--- src/rtl/snn_pkg.sv ---
// Shared packet encoding and FSM state for the SNN partial-sum accumulator.
// Field offsets are counted down from the packet MSB so any WIDTH >= header + payload works.
package snn_pkg;

  localparam int ADDR_W = 4;
  localparam int TYPE_W = 2;
  localparam int HDR_W  = 2 * ADDR_W + TYPE_W;

  localparam int SRC_OFS  = 0;
  localparam int DST_OFS  = ADDR_W;
  localparam int TYPE_OFS = 2 * ADDR_W;

  localparam logic [TYPE_W-1:0] PKT_PSUM  = 2'b00;
  localparam logic [TYPE_W-1:0] PKT_DONE  = 2'b01;
  localparam logic [TYPE_W-1:0] PKT_MEMB  = 2'b10;
  localparam logic [TYPE_W-1:0] PKT_SPIKE = 2'b11;

  localparam logic [3:0] DONE_CODE = 4'hF;

  typedef enum logic [2:0] {
    ST_COLLECT,
    ST_COMPUTE,
    ST_SEND_POT,
    ST_SEND_SPIKE,
    ST_ADVANCE,
    ST_SEND_DONE
  } state_t;

endpackage

--- src/rtl/psum_sat_adder.sv ---
// Combinational sum of NUM_PE partial sums plus optional stored potential, saturated to MP_W bits,
// then thresholded; new_pot is the post-spike potential (subtract or reset per RESET_MODE).
module psum_sat_adder #(
  parameter int NUM_PE     = 5,
  parameter int MP_W       = 13,
  parameter int THRESHOLD  = 16,
  parameter bit RESET_MODE = 1'b0
) (
  input  logic [NUM_PE-1:0][MP_W-1:0] slots,
  input  logic [MP_W-1:0]             mem_pot,
  input  logic                        use_mem,
  output logic                        spike,
  output logic [MP_W-1:0]             new_pot
);

  // Four guard bits cover up to 16 full-scale operands without wrap.
  localparam int SUM_W = MP_W + 4;
  localparam logic [SUM_W-1:0] SAT_MAX = SUM_W'((1 << MP_W) - 1);

  logic [SUM_W-1:0] sum;
  logic [MP_W-1:0]  sat;

  always_comb begin
    sum = use_mem ? SUM_W'(mem_pot) : '0;
    for (int i = 0; i < NUM_PE; i++) begin
      sum = sum + SUM_W'(slots[i]);
    end
    sat   = (sum > SAT_MAX) ? '1 : sum[MP_W-1:0];
    spike = (SUM_W'(sat) >= SUM_W'(THRESHOLD));
    if (!spike) begin
      new_pot = sat;
    end else if (RESET_MODE) begin
      new_pot = '0;
    end else begin
      new_pot = sat - MP_W'(THRESHOLD);
    end
  end

endmodule

--- src/rtl/partial_sum_accum.sv ---
// Gathers per-PE partial sums (+ stored potential after step 0) for one neuron, then emits membrane,
// spike and done packets; out_valid 2 cycles after the last input, each packet held until out_ready.
module partial_sum_accum
  import snn_pkg::*;
#(
  parameter int         WIDTH        = 64,
  parameter int         NUM_PE       = 5,
  parameter logic [3:0] PE_ADDR_BASE = 4'h0,
  parameter int         MP_W         = 13,
  parameter int         THRESHOLD    = 16,
  parameter bit         RESET_MODE   = 1'b0,
  parameter int         NUM_NEURONS  = 5,
  parameter int         NUM_STEPS    = 8,
  parameter logic [2:0] ADDER_NUM    = 3'd0,
  parameter bit         IS_LAST      = 1'b0,
  parameter logic [3:0] ADDER_ADDR   = 4'h6,
  parameter logic [3:0] MEM_ADDR     = 4'h0
) (
  input  logic             clk,
  input  logic             rst,
  input  logic             in_valid,
  output logic             in_ready,
  input  logic [WIDTH-1:0] in_data,
  output logic             out_valid,
  input  logic             out_ready,
  output logic [WIDTH-1:0] out_data,
  output logic             err
);

  localparam int PAY_W = WIDTH - HDR_W;
  localparam int NW    = (NUM_NEURONS > 1) ? $clog2(NUM_NEURONS) : 1;
  localparam int SW    = (NUM_STEPS > 1) ? $clog2(NUM_STEPS) : 1;

  state_t                      state;
  logic [NW-1:0]               neuron;
  logic [SW-1:0]               step;
  logic [NUM_PE-1:0]           pe_bits;
  logic                        mem_bit;
  logic [NUM_PE-1:0][MP_W-1:0] slots;
  logic [MP_W-1:0]             mem_pot;
  logic                        spike_q;

  logic [ADDR_W-1:0] src;
  logic [TYPE_W-1:0] ptype;
  logic [MP_W-1:0]   pay_val;
  logic              unused_in;

  assign src       = in_data[WIDTH-1-SRC_OFS -: ADDR_W];
  assign ptype     = in_data[WIDTH-1-TYPE_OFS -: TYPE_W];
  assign pay_val   = in_data[MP_W-1:0];
  assign unused_in = ^{in_data[WIDTH-1-DST_OFS -: ADDR_W], in_data[PAY_W-1:MP_W]};

  logic              in_fire;
  logic              need_mem;
  logic [5:0]        src_off;
  logic              is_pe;
  logic [NUM_PE-1:0] pe_onehot;
  logic              psum_ok;
  logic              mem_ok;
  logic              drop;
  logic [NUM_PE-1:0] pe_bits_nxt;
  logic              mem_bit_nxt;
  logic              complete;
  logic              complete_nxt;

  always_comb begin
    in_fire   = in_valid && in_ready && (state == ST_COLLECT);
    need_mem  = (step != '0);
    src_off   = {2'b00, src} - {2'b00, PE_ADDR_BASE};
    is_pe     = (ptype == PKT_PSUM) && (src >= PE_ADDR_BASE) && (src_off < 6'(NUM_PE));
    pe_onehot = '0;
    for (int i = 0; i < NUM_PE; i++) begin
      if (src_off == 6'(i)) pe_onehot[i] = is_pe;
    end
    // A repeat from an already-filled slot is dropped rather than overwriting.
    psum_ok = in_fire && is_pe && ((pe_bits & pe_onehot) == '0);
    mem_ok  = in_fire && (ptype == PKT_MEMB) && (src == MEM_ADDR) && need_mem && !mem_bit;
    drop    = in_fire && !psum_ok && !mem_ok;

    pe_bits_nxt  = pe_bits | (psum_ok ? pe_onehot : '0);
    mem_bit_nxt  = mem_bit | mem_ok;
    complete     = (&pe_bits) && (mem_bit || !need_mem);
    complete_nxt = (&pe_bits_nxt) && (mem_bit_nxt || !need_mem);
  end

  logic            add_spike;
  logic [MP_W-1:0] add_pot;

  psum_sat_adder #(
    .NUM_PE     (NUM_PE),
    .MP_W       (MP_W),
    .THRESHOLD  (THRESHOLD),
    .RESET_MODE (RESET_MODE)
  ) u_adder (
    .slots   (slots),
    .mem_pot (mem_pot),
    .use_mem (need_mem),
    .spike   (add_spike),
    .new_pot (add_pot)
  );

  function automatic logic [WIDTH-1:0] mk_pkt(input logic [TYPE_W-1:0] t,
                                              input logic [PAY_W-1:0]  pay);
    return {ADDER_ADDR, MEM_ADDR, t, pay};
  endfunction

  always_ff @(posedge clk or posedge rst) begin
    if (rst) begin
      state     <= ST_COLLECT;
      neuron    <= '0;
      step      <= '0;
      pe_bits   <= '0;
      mem_bit   <= 1'b0;
      slots     <= '0;
      mem_pot   <= '0;
      spike_q   <= 1'b0;
      in_ready  <= 1'b0;
      out_valid <= 1'b0;
      out_data  <= '0;
      err       <= 1'b0;
    end else begin
      case (state)
        ST_COLLECT: begin
          if (complete) begin
            in_ready <= 1'b0;
            state    <= ST_COMPUTE;
          end else begin
            // Drop ready on the completing packet so nothing lands during COMPUTE.
            in_ready <= !complete_nxt;
            pe_bits  <= pe_bits_nxt;
            mem_bit  <= mem_bit_nxt;
            if (drop) err <= 1'b1;
            if (mem_ok) mem_pot <= pay_val;
            for (int i = 0; i < NUM_PE; i++) begin
              if (psum_ok && pe_onehot[i]) slots[i] <= pay_val;
            end
          end
        end

        ST_COMPUTE: begin
          spike_q   <= add_spike;
          out_valid <= 1'b1;
          out_data  <= mk_pkt(PKT_MEMB, PAY_W'(add_pot));
          state     <= ST_SEND_POT;
        end

        ST_SEND_POT: begin
          if (out_ready) begin
            out_valid <= 1'b0;
            state     <= spike_q ? ST_SEND_SPIKE : ST_ADVANCE;
          end
        end

        ST_SEND_SPIKE: begin
          if (!out_valid) begin
            out_valid <= 1'b1;
            out_data  <= mk_pkt(PKT_SPIKE, PAY_W'({neuron, ADDER_NUM}));
          end else if (out_ready) begin
            out_valid <= 1'b0;
            state     <= ST_ADVANCE;
          end
        end

        ST_ADVANCE: begin
          pe_bits <= '0;
          mem_bit <= 1'b0;
          if (neuron == NW'(NUM_NEURONS - 1)) begin
            neuron   <= '0;
            step     <= (step == SW'(NUM_STEPS - 1)) ? '0 : step + 1'b1;
            in_ready <= !IS_LAST;
            state    <= IS_LAST ? ST_SEND_DONE : ST_COLLECT;
          end else begin
            neuron   <= neuron + 1'b1;
            in_ready <= 1'b1;
            state    <= ST_COLLECT;
          end
        end

        ST_SEND_DONE: begin
          if (!out_valid) begin
            out_valid <= 1'b1;
            out_data  <= mk_pkt(PKT_DONE, PAY_W'(DONE_CODE));
          end else if (out_ready) begin
            out_valid <= 1'b0;
            in_ready  <= 1'b1;
            state     <= ST_COLLECT;
          end
        end

        default: state <= ST_COLLECT;
      endcase
    end
  end

endmodule

--- config.mk ---
export PLATFORM = sky130hd
export DESIGN_NAME = partial_sum_accum
export DESIGN_NICKNAME = d
export VERILOG_FILES = /design/src/rtl/snn_pkg.sv /design/src/rtl/psum_sat_adder.sv /design/src/rtl/partial_sum_accum.sv
export SDC_FILE = /design/constraint.sdc
export NUM_CORES = 1
export LEC_CHECK = 0
export CAP_MARGIN = 20
export CORE_ASPECT_RATIO = 1.75
export CORE_MARGIN = 1
export CORE_UTILIZATION = 50
export DETAILED_ROUTE_END_ITERATION = 10
export DONT_BUFFER_PORTS = 1
export HOLD_SLACK_MARGIN = 0.05
export SLEW_MARGIN = 15
export SYNTH_ARGS = -nofsm -noshare
export SYNTH_HDL_FRONTEND = slang
export SYNTH_HIERARCHICAL = 1
export SYNTH_SLANG_ARGS = --single-unit
--- constraint.sdc ---
create_clock -name clk -period 11.6 [get_ports clk]
set_input_delay 2.9 -clock clk [delete_from_list [all_inputs] [get_ports clk]]
set_output_delay 2.9 -clock clk [all_outputs]
set_load 0.01 [all_outputs]
Fig. 1: sequential cells grouped by signal name
(3 px per um) Other sequential cells in the stronger gray, the rest of the logic in the fainter gray.
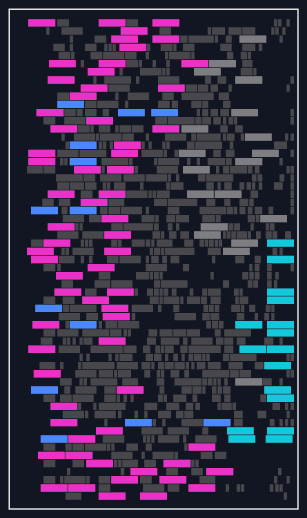
| signal | color | sequential cells |
|---|---|---|
| mem_pot | blue | 13 |
| slots | magenta | 65 |
| out_data | cyan | 16 |

Fig. 2: drive-strength map
(3 px per um)
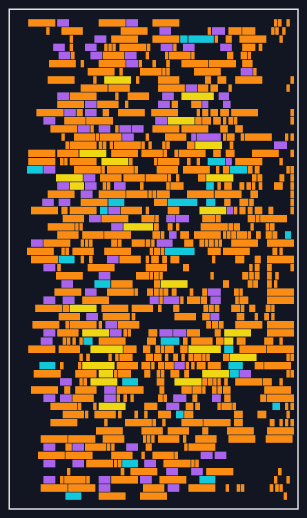
| size | color | cells | share | most used |
|---|---|---|---|---|
| drive 2 | purple | 97 | 14% | mux2_2 |
| drive 6 and up | yellow | 25 | 3.5% | clkbuf_16 |
| drive 1 or less | orange | 570 | 79% | inv_1 |
| drive 3 to 4 | cyan | 26 | 3.6% | mux2_4 |
synthesis-to-layout area growth: 7.59%
slack of the critical path: 4.56 ns
post-route cell area: 8280 um^2

Fig. 3: cells colored by class
(4 px per um)
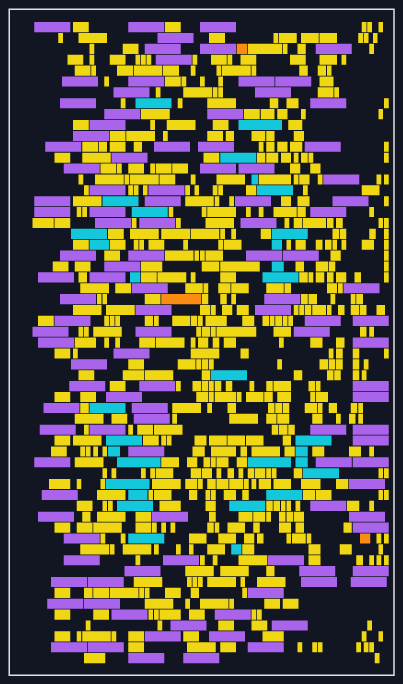
| class | color | cells | share of their area |
|---|---|---|---|
| flip-flops | purple | 113 | 35% |
| all other logic | yellow | 571 | 56% |
| other buffers and delay cells | orange | 3 | 0.53% |
| clock drivers and dummy loads | cyan | 31 | 7.9% |
share of the final layout cell area in sequential cells: 0.341
area inside the core boundary: 15000 um^2

Fig. 4: cell placement
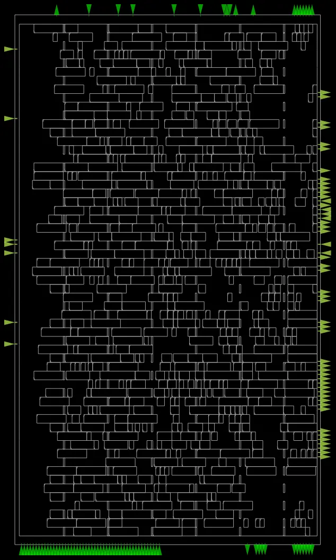
final cell count without fillers: 901
Fill cells: 1303
FP Rows: 59
fraction of the core area covered by cells at the end of the flow: 0.553
tap cell count: 183

## where the power goes
| part | total, mW | switching (mW) | internal [mW] |
|---|---|---|---|
| logic | 0.672 | 0.398 | 0.273 |
| clock network | 0.555 | 0.185 | 0.370 |
| registers | 0.465 | 0.0327 | 0.432 |
## final cells by class
cell class	instances	share of cell area
Tap cell	183	0.0277
Inverter	128	0.0583
Clock buffer	19	0.0547
Clock inverter	12	0.0221
Multi-Input combinational cell	443	0.491
Timing Repair Buffer	3	0.00514
Sequential cell	113	0.341
## layer usage
metal	part of all wire	global-route usage
met5	0	0
met4	0.021	0.0889
met3	0.036	0.0467
met2	0.55	0.381
met1	0.39	0.243
## per-stage QoR
step / std cells / utilization / instance area, um^2 / setup WS (ns)
2_1_floorplan: 754 / - / 7870 / 5.48
3_3_place_gp: 869 / 0.508 / 7620 / 4.61
3_5_place_dp: 869 / 0.508 / 7620 / 4.57
4_1_cts: 900 / 0.551 / 8250 / 4.52
5_1_grt: 901 / 0.553 / 8280 / 4.11
6_report: 901 / 0.553 / 8280 / 4.56
## registers in the layout (all words and copies together), names as in the netlist
| register | count |
|---|---|
| out_data | 16 |
| state | 3 |
| step | 3 |
| mem_bit | 1 |
| neuron | 3 |
| err | 1 |
| spike_q | 1 |
| slots | 65 |
| mem_pot | 13 |
| in_ready | 1 |
| out_valid | 1 |
| pe_bits | 5 |
## kinds of logic (layout without fill, tap and decap cells)
| kind of cell | after synthesis | in the layout |
|---|---|---|
| buffers and inverters | 198 | 162 |
| other | 1 | 47 |
| AND/OR/NAND/NOR | 133 | 133 |
| XOR/XNOR | 6 | 6 |
| adder cells (fa/ha/maj) | 71 | 71 |
| flip-flops | 113 | 113 |
| multiplexers | 85 | 85 |
| AND-OR/OR-AND | 101 | 101 |
==> commit_impl_results.txt <==
Update PnR metrics after Yosys + OpenROAD run

* Result of the run: complete, no violations
* Dominant cell type by area after synthesis: dfrtp_1
- Post-synth EDFFs: 0
- Placer's final routability congestion estimate: 0.834
- The top cell types in the final layout, fill and taps aside, are inv_1 (127), dfrtp_1 (113), mux2_2 (73).
- Pin count of the biggest net entering global routing: 79
* Max Clk Rate: 0.142 GHz
- Critical path buffers and inverters: 2
- Number of H-tree levels: 4
- The worst path needs 7.04 ns of the cycle, external delays included.
- In the final timing run, aggregate negative setup slack is 0 ns.
- Nets still carrying antenna violations after routing amount to 0.
* Power density of the placed cells: 204 nW/um^2
* Post-synthesis cell type count: 76
- Portion of the clock cycle consumed by the worst path in the final layout: 0.607
* Die width: 95.8 um
- Clock slew at the register clock pins of the worst setup and hold paths: 0.06 ns
- Nature of the critical path startpoint: flop
- After synthesis, the share of cell area in mux cells is 0.130.
* Worst EP required: 11.88 ns
* Most frequent cells after synthesis: inv_1 (128), dfrtp_1 (113), mux2_2 (73)
- The final layout contains routed wiring with a total length of 15300 um.
* Arrival @ worst endpoint: 7.32 ns
- The synthesis report lists the Yosys warning total as 6.
- For the worst min-delay path, the startpoint reported by OpenROAD is mem_pot[10].
* Endpoints failing setup: 0
- Following the worst setup path forward leads to its endpoint at out_data[12].
* Mean Syn Cell Area: 10.9 um^2
* Residual overflow from global routing: 0
- The clock passes through at most 2 buffers.
- The layout summary lists the proportion of cells stronger than drive strength 1 as 0.206.
- Area fraction in full adders, half adders and majority gates: 0.166
- Summing over every cut layer, the via total after detailed routing is 4810.
- Top cell family by delay on the critical path: adder cells
* Floorplan die height: 166 um
- Once detailed placement completed, the half-perimeter wirelength came to 11200 um.
* Registers, synthesis: 113
- Of the synthesized area, sequential elements account for 0.367.
- Num CTS Buffers: 17
- The worst setup path is captured at a flop.
- VDD IR max: 0.000105 V
- Overall die area: 15900 um^2
- Crit path max fanout: 14
* Share of the synthesized netlist area taken by xor and xnor gates: 0.00683
- Power after layout: 1.69 mW
- Cells after Synth: 708
- Most frequently used flop master after synthesis: dfrtp_1
- Endpoints failing hold in the final report were tallied at 0.
- Number of cells on the critical path: 22
- For hold timing, the worst endpoint is mem_pot[10].
- The first global-routing pass estimated 25700 um of wire.
- Simple share: 0.0992
- Drt first-iter violations: 145
* Register-to-Register Setup Slack: 4.56 ns
- Top cells, area: dfrtp_1 (37%), fa_1 (14%), mux2_2 (11%)
* Number of hold-repair buffers added at the cts stage: 0
* Count of final max-slew check failures: 0
- Counting flops with an async set or reset pin after synthesis yields a share of 1.00.
* Clock tree root buffer cell: clkbuf_16
* Layout net count: 845
* Number of max-cap violations: 0
- For the worst-skew pair, the clock arrives at the later sink with an insertion delay of 0.41 ns.
* Highest-count logic cell in the final layout: inv_1
* Chain of cells forming the critical path: inv_1, ha_1, nor2b_1, inv_1, and2_1, fa_1, fa_1, fa_1, ha_1, fa_1, a211oi_2, o21ai_1, a311oi_2, o211ai_2, a2111o_1, nor2_1, ha_1, o21ai_0, nor3_1, nand3_1, a211o_2, a22o_1
* Most instantiated library cell after synthesis: inv_1
* Max_slew headroom: 0.276
- Unrepaired setup endpoints after global routing: false
- The worst hold path belongs to the class flop to flop.
- Antenna violations before repair: 0
- The worst register-to-register path has a depth of 22.
- Vias in the first global route: 5181
- The cell that appears most often on the critical path is fa_1.
- Yosys top cell area share: 0.367
- TritonCTS built the clock tree.
- Detailed Routing Iterations Pass 1: 4
- The cell area that synthesis handed to floorplanning was 7700 um^2.
* Worst-case clock skew: 0.0162 ns
- Across all hold checks on the routed design, the worst slack comes to 0.497 ns.
- The script parses the final routing iteration and logs DRC violations as 0.
Power figures rest on the tool's default switching activity, not on a simulated workload.
